<file path="src/rtl/bram_arbiter.sv">
// bram_arbiter: round-robin arbiter sharing one single-port frame BRAM between two requesters.
// Optional BRAM_ARB_STATS_EN adds grant/stall counters. Rev 1.0
`default_nettype none

module bram_arbiter #(
   parameter int ADDR_W    = 19,
   parameter int DATA_W    = 8,
   parameter int RD_LAT    = 2,
   parameter int MAX_BURST = 540
) (
   input  logic              clk,
   input  logic              rst_n,
   input  logic              m0_req_i,
   input  logic              m0_we_i,
   input  logic [ADDR_W-1:0] m0_addr_i,
   input  logic [DATA_W-1:0] m0_wdata_i,
   output logic              m0_gnt_o,
   output logic              m0_rvalid_o,
   input  logic              m1_req_i,
   input  logic              m1_we_i,
   input  logic [ADDR_W-1:0] m1_addr_i,
   input  logic [DATA_W-1:0] m1_wdata_i,
   output logic              m1_gnt_o,
   output logic              m1_rvalid_o,
   output logic [DATA_W-1:0] rdata_o,
   output logic              ena_o,
   output logic              wea_o,
   output logic [ADDR_W-1:0] addr_o,
   output logic [DATA_W-1:0] dina_o,
   input  logic [DATA_W-1:0] douta_i,
   output logic              busy_o,
   output logic [31:0]       m0_gcnt_o,
   output logic [31:0]       m1_gcnt_o,
   output logic [31:0]       stall_cnt_o
);

   localparam int CNT_W = (MAX_BURST > 1) ? $clog2(MAX_BURST) : 1;
   localparam logic [CNT_W-1:0] BURST_LAST = CNT_W'(MAX_BURST - 1);
   localparam logic [CNT_W-1:0] BURST_ONE  = (MAX_BURST > 1) ? CNT_W'(1) : CNT_W'(0);

   typedef enum logic [1:0] {
      IDLE = 2'd0,
      OWN0 = 2'd1,
      OWN1 = 2'd2
   } state_t;

   state_t             state_q, state_d;
   logic [CNT_W-1:0]   burst_q, burst_d;
   logic               last_q, last_d;
   logic               gnt0, gnt1;
   logic               ena_q, wea_q;
   logic [ADDR_W-1:0]  addr_q;
   logic [DATA_W-1:0]  dina_q, rdata_q;
   logic [RD_LAT:0]    tag_v_q, tag_id_q;
   logic               rvalid0_q, rvalid1_q;
   logic               rd_issue;

   always_comb begin
      state_d = state_q;
      burst_d = burst_q;
      last_d  = last_q;
      gnt0    = 1'b0;
      gnt1    = 1'b0;
      case (state_q)
         IDLE: begin
            // last_q=1 means m1 was served last, so m0 wins a tie
            if (m0_req_i && (!m1_req_i || last_q)) begin
               gnt0    = 1'b1;
               state_d = OWN0;
               burst_d = BURST_ONE;
            end else if (m1_req_i) begin
               gnt1    = 1'b1;
               state_d = OWN1;
               burst_d = BURST_ONE;
            end
         end
         OWN0: begin
            if (m0_req_i) begin
               gnt0 = 1'b1;
               if (m1_req_i && burst_q == BURST_LAST) begin
                  state_d = OWN1;
                  burst_d = '0;
                  last_d  = 1'b0;
               end else if (burst_q != BURST_LAST) begin
                  burst_d = burst_q + 1'b1;
               end
            end else if (m1_req_i) begin
               gnt1    = 1'b1;
               state_d = OWN1;
               burst_d = BURST_ONE;
               last_d  = 1'b0;
            end else begin
               state_d = IDLE;
               burst_d = '0;
               last_d  = 1'b0;
            end
         end
         OWN1: begin
            if (m1_req_i) begin
               gnt1 = 1'b1;
               if (m0_req_i && burst_q == BURST_LAST) begin
                  state_d = OWN0;
                  burst_d = '0;
                  last_d  = 1'b1;
               end else if (burst_q != BURST_LAST) begin
                  burst_d = burst_q + 1'b1;
               end
            end else if (m0_req_i) begin
               gnt0    = 1'b1;
               state_d = OWN0;
               burst_d = BURST_ONE;
               last_d  = 1'b1;
            end else begin
               state_d = IDLE;
               burst_d = '0;
               last_d  = 1'b1;
            end
         end
         default: begin
            state_d = IDLE;
            burst_d = '0;
         end
      endcase
      if (!rst_n) begin
         gnt0 = 1'b0;
         gnt1 = 1'b0;
      end
   end

   assign rd_issue = (gnt0 && !m0_we_i) || (gnt1 && !m1_we_i);

   always_ff @(posedge clk) begin
      if (!rst_n) begin
         state_q   <= IDLE;
         burst_q   <= '0;
         last_q    <= 1'b1;
         ena_q     <= 1'b0;
         wea_q     <= 1'b0;
         addr_q    <= '0;
         dina_q    <= '0;
         tag_v_q   <= '0;
         tag_id_q  <= '0;
         rvalid0_q <= 1'b0;
         rvalid1_q <= 1'b0;
         rdata_q   <= '0;
      end else begin
         state_q <= state_d;
         burst_q <= burst_d;
         last_q  <= last_d;
         ena_q   <= gnt0 || gnt1;
         wea_q   <= (gnt0 && m0_we_i) || (gnt1 && m1_we_i);
         if (gnt0 || gnt1) begin
            addr_q <= gnt1 ? m1_addr_i  : m0_addr_i;
            dina_q <= gnt1 ? m1_wdata_i : m0_wdata_i;
         end
         // tag stage k describes the read whose command was on the BRAM k cycles ago
         tag_v_q   <= {tag_v_q[RD_LAT-1:0], rd_issue};
         tag_id_q  <= {tag_id_q[RD_LAT-1:0], gnt1};
         rvalid0_q <= tag_v_q[RD_LAT] && !tag_id_q[RD_LAT];
         rvalid1_q <= tag_v_q[RD_LAT] &&  tag_id_q[RD_LAT];
         if (tag_v_q[RD_LAT]) begin
            rdata_q <= douta_i;
         end
      end
   end

   assign m0_gnt_o    = gnt0;
   assign m1_gnt_o    = gnt1;
   assign ena_o       = ena_q;
   assign wea_o       = wea_q;
   assign addr_o      = addr_q;
   assign dina_o      = dina_q;
   assign rdata_o     = rdata_q;
   assign m0_rvalid_o = rvalid0_q;
   assign m1_rvalid_o = rvalid1_q;
   assign busy_o      = (state_q != IDLE);

`ifdef BRAM_ARB_STATS_EN
   logic [31:0] m0_gcnt_q, m1_gcnt_q, stall_cnt_q;

   always_ff @(posedge clk) begin
      if (!rst_n) begin
         m0_gcnt_q   <= '0;
         m1_gcnt_q   <= '0;
         stall_cnt_q <= '0;
      end else begin
         if (gnt0 && m0_gcnt_q != 32'hFFFF_FFFF) m0_gcnt_q <= m0_gcnt_q + 1'b1;
         if (gnt1 && m1_gcnt_q != 32'hFFFF_FFFF) m1_gcnt_q <= m1_gcnt_q + 1'b1;
         if (((m0_req_i && !gnt0) || (m1_req_i && !gnt1)) && stall_cnt_q != 32'hFFFF_FFFF)
            stall_cnt_q <= stall_cnt_q + 1'b1;
      end
   end

   assign m0_gcnt_o   = m0_gcnt_q;
   assign m1_gcnt_o   = m1_gcnt_q;
   assign stall_cnt_o = stall_cnt_q;
`else
   assign m0_gcnt_o   = '0;
   assign m1_gcnt_o   = '0;
   assign stall_cnt_o = '0;
`endif

endmodule

`default_nettype wire

</file>
<file path="config.mk">
export PLATFORM = sky130hd
export DESIGN_NAME = bram_arbiter
export DESIGN_NICKNAME = d
export VERILOG_FILES = /design/src/rtl/bram_arbiter.sv
export SDC_FILE = /design/constraint.sdc
export NUM_CORES = 1
export LEC_CHECK = 0
export ABC_AREA = 1
export CORE_MARGIN = 4
export CORE_UTILIZATION = 39
export CTS_BUF_LIST = sky130_fd_sc_hd__clkbuf_8
export CTS_CLUSTER_SIZE = 10
export DETAILED_ROUTE_END_ITERATION = 10
export PLACE_DENSITY = 0.83
export SLEW_MARGIN = 20
export SYNTH_ARGS = -nofsm -noshare
export SYNTH_HDL_FRONTEND = slang
export SYNTH_SLANG_ARGS = --single-unit
</file>
<file path="constraint.sdc">
create_clock -name clk -period 2.2 [get_ports clk]
set_input_delay 0.44 -clock clk [delete_from_list [all_inputs] [get_ports clk]]
set_output_delay 0.44 -clock clk [all_outputs]
set_load 0.01 [all_outputs]
</file>
Run 1, routed metal, one colour a layer:
Scale: 4 px per um. Two of the layers only.
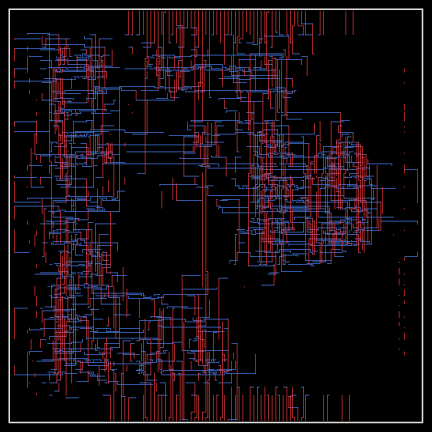
layer	colour	wire length
metal 2	red	4220 um
metal 1	blue	3140 um
Total Wirelength: 8466 um
DR vias: 3242
Routed WL per cell: 11.17 um

Run 1, sequential cells coloured by netlist name:
Scale: 6 px per um. Other sequential cells in the stronger grey, the rest of the logic in the fainter grey.
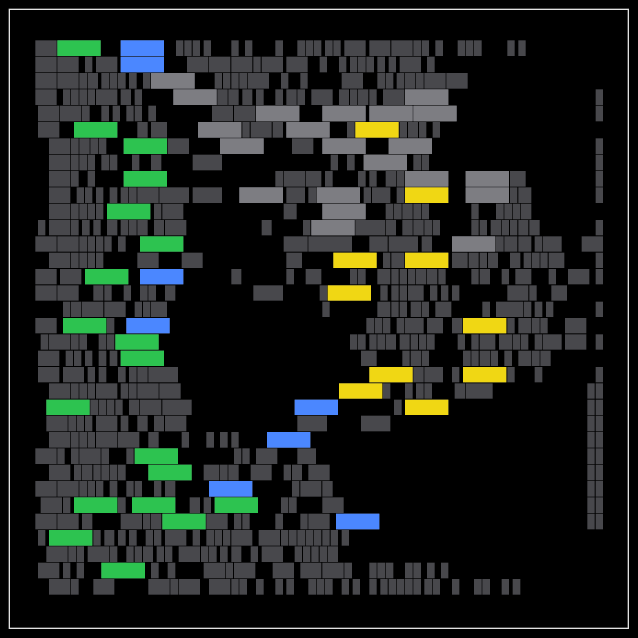
netlist name	colour	placed flops
`dina_o`	blue	8
`addr_o`	green	19
`burst_q`	yellow	10
not coloured	21
Finished Core Util: 51.74%
sequential power: 1.30 mW
register fraction of the total cell area: 25.61%

Run 1, metal 3:
Scale: 4 px per um.
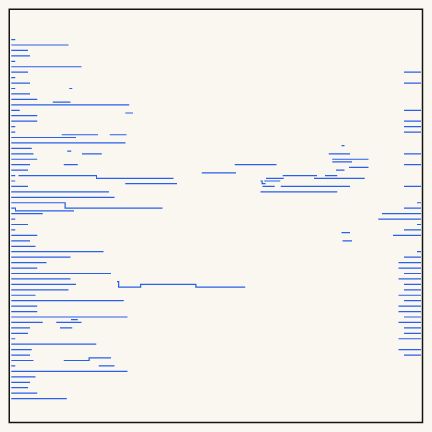
nets with wire on the layer	126
main direction	horizontal
share of all routed wire	12%
longest straight run	29.2 um
met3 Usage GRT: 8.119%

==> flow_metrics.tcl, run 1 <==
# implementation run metrics
set metrics [dict create \
    final_cells 758 \
    hold_ws_ps 419.7 \
    use_met1_pct 16.60 \
    synthTopCellsByCount "112 x nor2_1, 104 x nand2_1, 98 x buf_4, 58 x dfxtp_1, 58 x inv_1" \
    dr.pass1.iters 4 \
    clock_power_share_pct 26.2 \
    startpoint "m1_req_i" \
    pin_count 206 \
    finalNetCount 714 \
    power_frac_seq_pct 38.5 \
    drtIter0Drc 115 \
    maxClockFrequency_ghz 0.4847 \
    core_um2 8763 \
    fin_worst_skew_ps 5.784 \
    antenna_cells 0 \
    cpLargestDelayFamily "buffers and inverters" \
    ant_nets 0 \
    slowest_stage "clkdlybuf4s50_1" \
    rsz0062_at_grt "no" \
    tns_ps 0 \
    num-fill-cells 806 \
    synth-edff-count 0 \
    gp_congestion 0.9282 \
    fp.dieW_um 102.9 \
    crit_top_cell "inv_1" \
    grt_util_met2_pct 26.89 \
    postCtsHoldBufs 0 \
    clockBufferCount 10 \
    comb_power_mw 1.19 \
    logic_gate_count 395 \
    warning_count 26 \
    intPower_mw 2.192 \
    core.rowCount 34 \
    top_logic_kind "buffers and inverters" \
    maxPowerGroup "sequential cells" \
    worstReg2RegStart "burst_q[0]" \
    clkLatencyLatePin_ps 330 \
    max_cap_viol_count 0 \
    hp-start "tag_id_q[0]" \
    drv_slew 0 \
    crit_path_max_incr_delay_ps 420 \
    route.met2.wl_um 4215 \
    clkSinkCount 58 \
    ys_sh_simple_pct 26.34 \
    rrSetupSlack_ps 310 \
    cellPowerDensity_nw_per_um2 743.8 \
    r2r-end "state_q[0]" \
    drc 0 \
    grt_overflow 0 \
    hpwlAfterDp_um 6586 \
    avgSynthCellArea_um2 6.606 \
    path_max_fanout 2 \
    fin_ws_ps 137.0 \
    top_layer_used "met4" \
    via_per_inst 4.277 \
    n_all_inverters 61 \
    crit_arrival_ps 1620 \
    synthFlopType "dfxtp_1" \
    final_hold_viol_count 0 \
    ys_sh_adder_pct 0.3560 \
    yosysWarnings 0 \
    drive_gt1_share_pct 5.692 \
    top_area_share_pct 33.04 \
    status "finished clean" \
    irDropWorstVdd_v 0.0004089 \
    final_cell_area_um2 4534 \
    grt_pass1_wl_um 13120 \
    synth.distinct_cells 33 \
]
Run 1, cell outlines without signal wires:
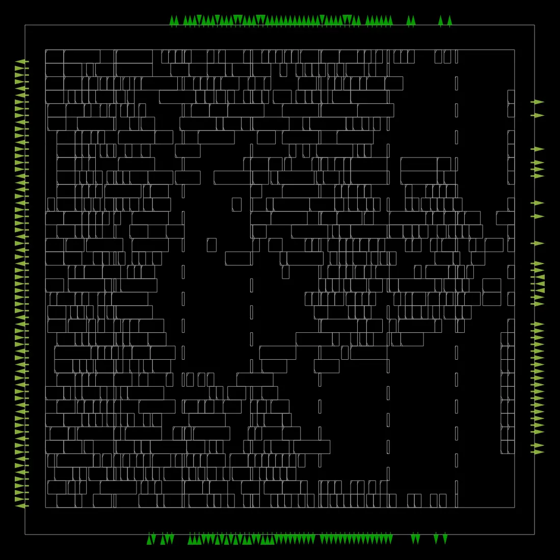

==> run 2, diff against run 1 <==
- CORE_MARGIN: 4 -> 5
Run 2, cell outlines without signal wires:
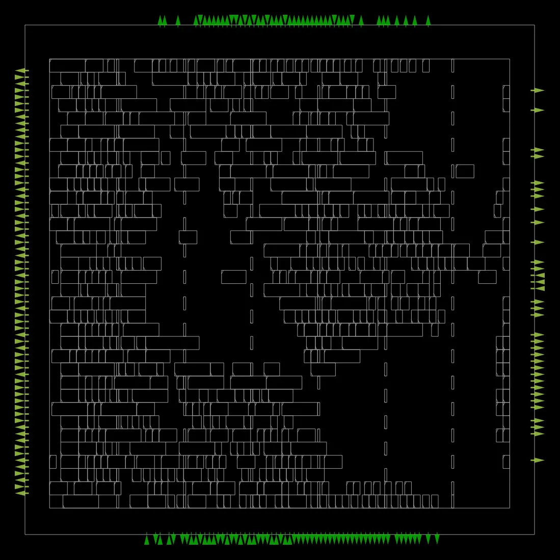
Flops: 58
Finished Core Util: 51.97%
Filler cells: 834

==> run 2 against run 1 <==
Effect of this change:
- power increased by 3.3%
- cell area increased by 0.44%
- area after synthesis unchanged
- sequential share of layout area decreased by 0.11 points
- register-to-register slack got worse by 90 ps
- non-clock buffer count decreased by 1
- flip-flop count unchanged
- worst setup slack got worse by 19 ps
- combinational power about the same
- via count decreased by 0.52%
- hold slack got worse by 3.8 ps
==> flow_metrics.tcl, run 2 <==
# implementation run metrics
set metrics [dict create \
    dr.pass1.iters 4 \
    fin_worst_skew_ps 6.885 \
    routedWlPerCell_um 11.34 \
    grt_overflow 0 \
    path_max_fanout 2 \
    pin_count 206 \
    final_hold_viol_count 0 \
    largest_reg_flops 19 \
    maxClockFrequency_ghz 0.4803 \
    routed-via-count 3225 \
    fin_ws_ps 118.0 \
    taps 108 \
    irDropWorstVdd_v 0.0003929 \
    drtIter0Drc 108 \
    ys_ff 58 \
    cpLargestDelayFamily "buffers and inverters" \
    top_area_share_pct 33.04 \
    worstReg2RegStart "burst_q[0]" \
    via_per_inst 4.260 \
    initial_core_util_pct 40.11 \
    r2r-end "state_q[0]" \
    antenna_found_initial 0 \
    met3_usage_pct 8.015 \
    avgSynthCellArea_um2 6.606 \
    tns_ps 0 \
    grt_util_met2_pct 25.99 \
    postCtsHoldBufs 0 \
    drv_slew 0 \
    comb_power_mw 1.19 \
    top_layer_used "met4" \
    ys_sh_simple_pct 26.34 \
    ys_sh_adder_pct 0.3560 \
    gp_congestion 0.8289 \
    route.met2.wl_um 4219 \
    hold_ws_ps 415.9 \
    clock_power_share_pct 28.6 \
    slowest_stage "clkdlybuf4s50_1" \
    final_cell_area_um2 4554 \
    buf_share_pct 25.69 \
    synthTopCellsByCount "112 x nor2_1, 104 x nand2_1, 98 x buf_4, 58 x dfxtp_1, 58 x inv_1" \
    synth.distinct_cells 33 \
    cellPowerDensity_nw_per_um2 764.6 \
    antenna_cells 0 \
    max_cap_viol_count 0 \
    hp-start "tag_v_q[0]" \
    crit_arrival_ps 1640 \
    drive_gt1_share_pct 5.855 \
    ant_nets 0 \
    ys_sh_mux_pct 0 \
    drc 0 \
    startpoint "m1_req_i" \
    synthFlopType "dfxtp_1" \
    yosysWarnings 0 \
    dp.cells 741 \
    synth-edff-count 0 \
    fp.dieW_um 104.9 \
    finalNetCount 713 \
    seq-power_mw 1.30 \
    crit_chain "clkdlybuf4s50_1 > inv_2 > o21ai_2 > or2_1 > nand3_1 > nand2_2 > inv_1 > buf_4" \
    core.rowCount 34 \
    rrSetupSlack_ps 220 \
    clkLatencyLatePin_ps 330 \
    warning_count 26 \
    wl_um 8587 \
    intPower_mw 2.305 \
    status "finished clean" \
    buffers 119 \
    use_met1_pct 15.61 \
    n_all_inverters 61 \
    maxPowerGroup "sequential cells" \
    top_logic_kind "buffers and inverters" \
    power_frac_seq_pct 37.3 \
    core_um2 8763 \
    clockBufferCount 10 \
    worstHoldEndpoint "tag_v_q[1]" \
    grt_pass1_wl_um 13840 \
    clkSinkCount 58 \
    final_cells 757 \
    rsz0062_at_grt "no" \
    hpwlAfterDp_um 6716 \
    top_cell "nor2_1" \
]
Run 2, cell classes on the final placement:
Scale: 3 px per um.
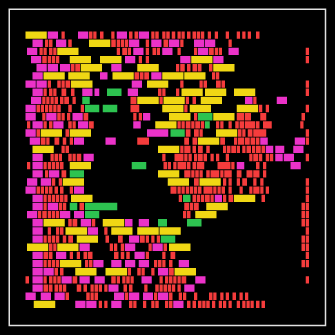
class	colour	cells
sequential cells	yellow	58
clock drivers and dummy loads	green	16
remaining buffers and delay cells	magenta	119
combinational and other logic	red	456

No activity file was given, so power comes from the tool's default toggle rates.
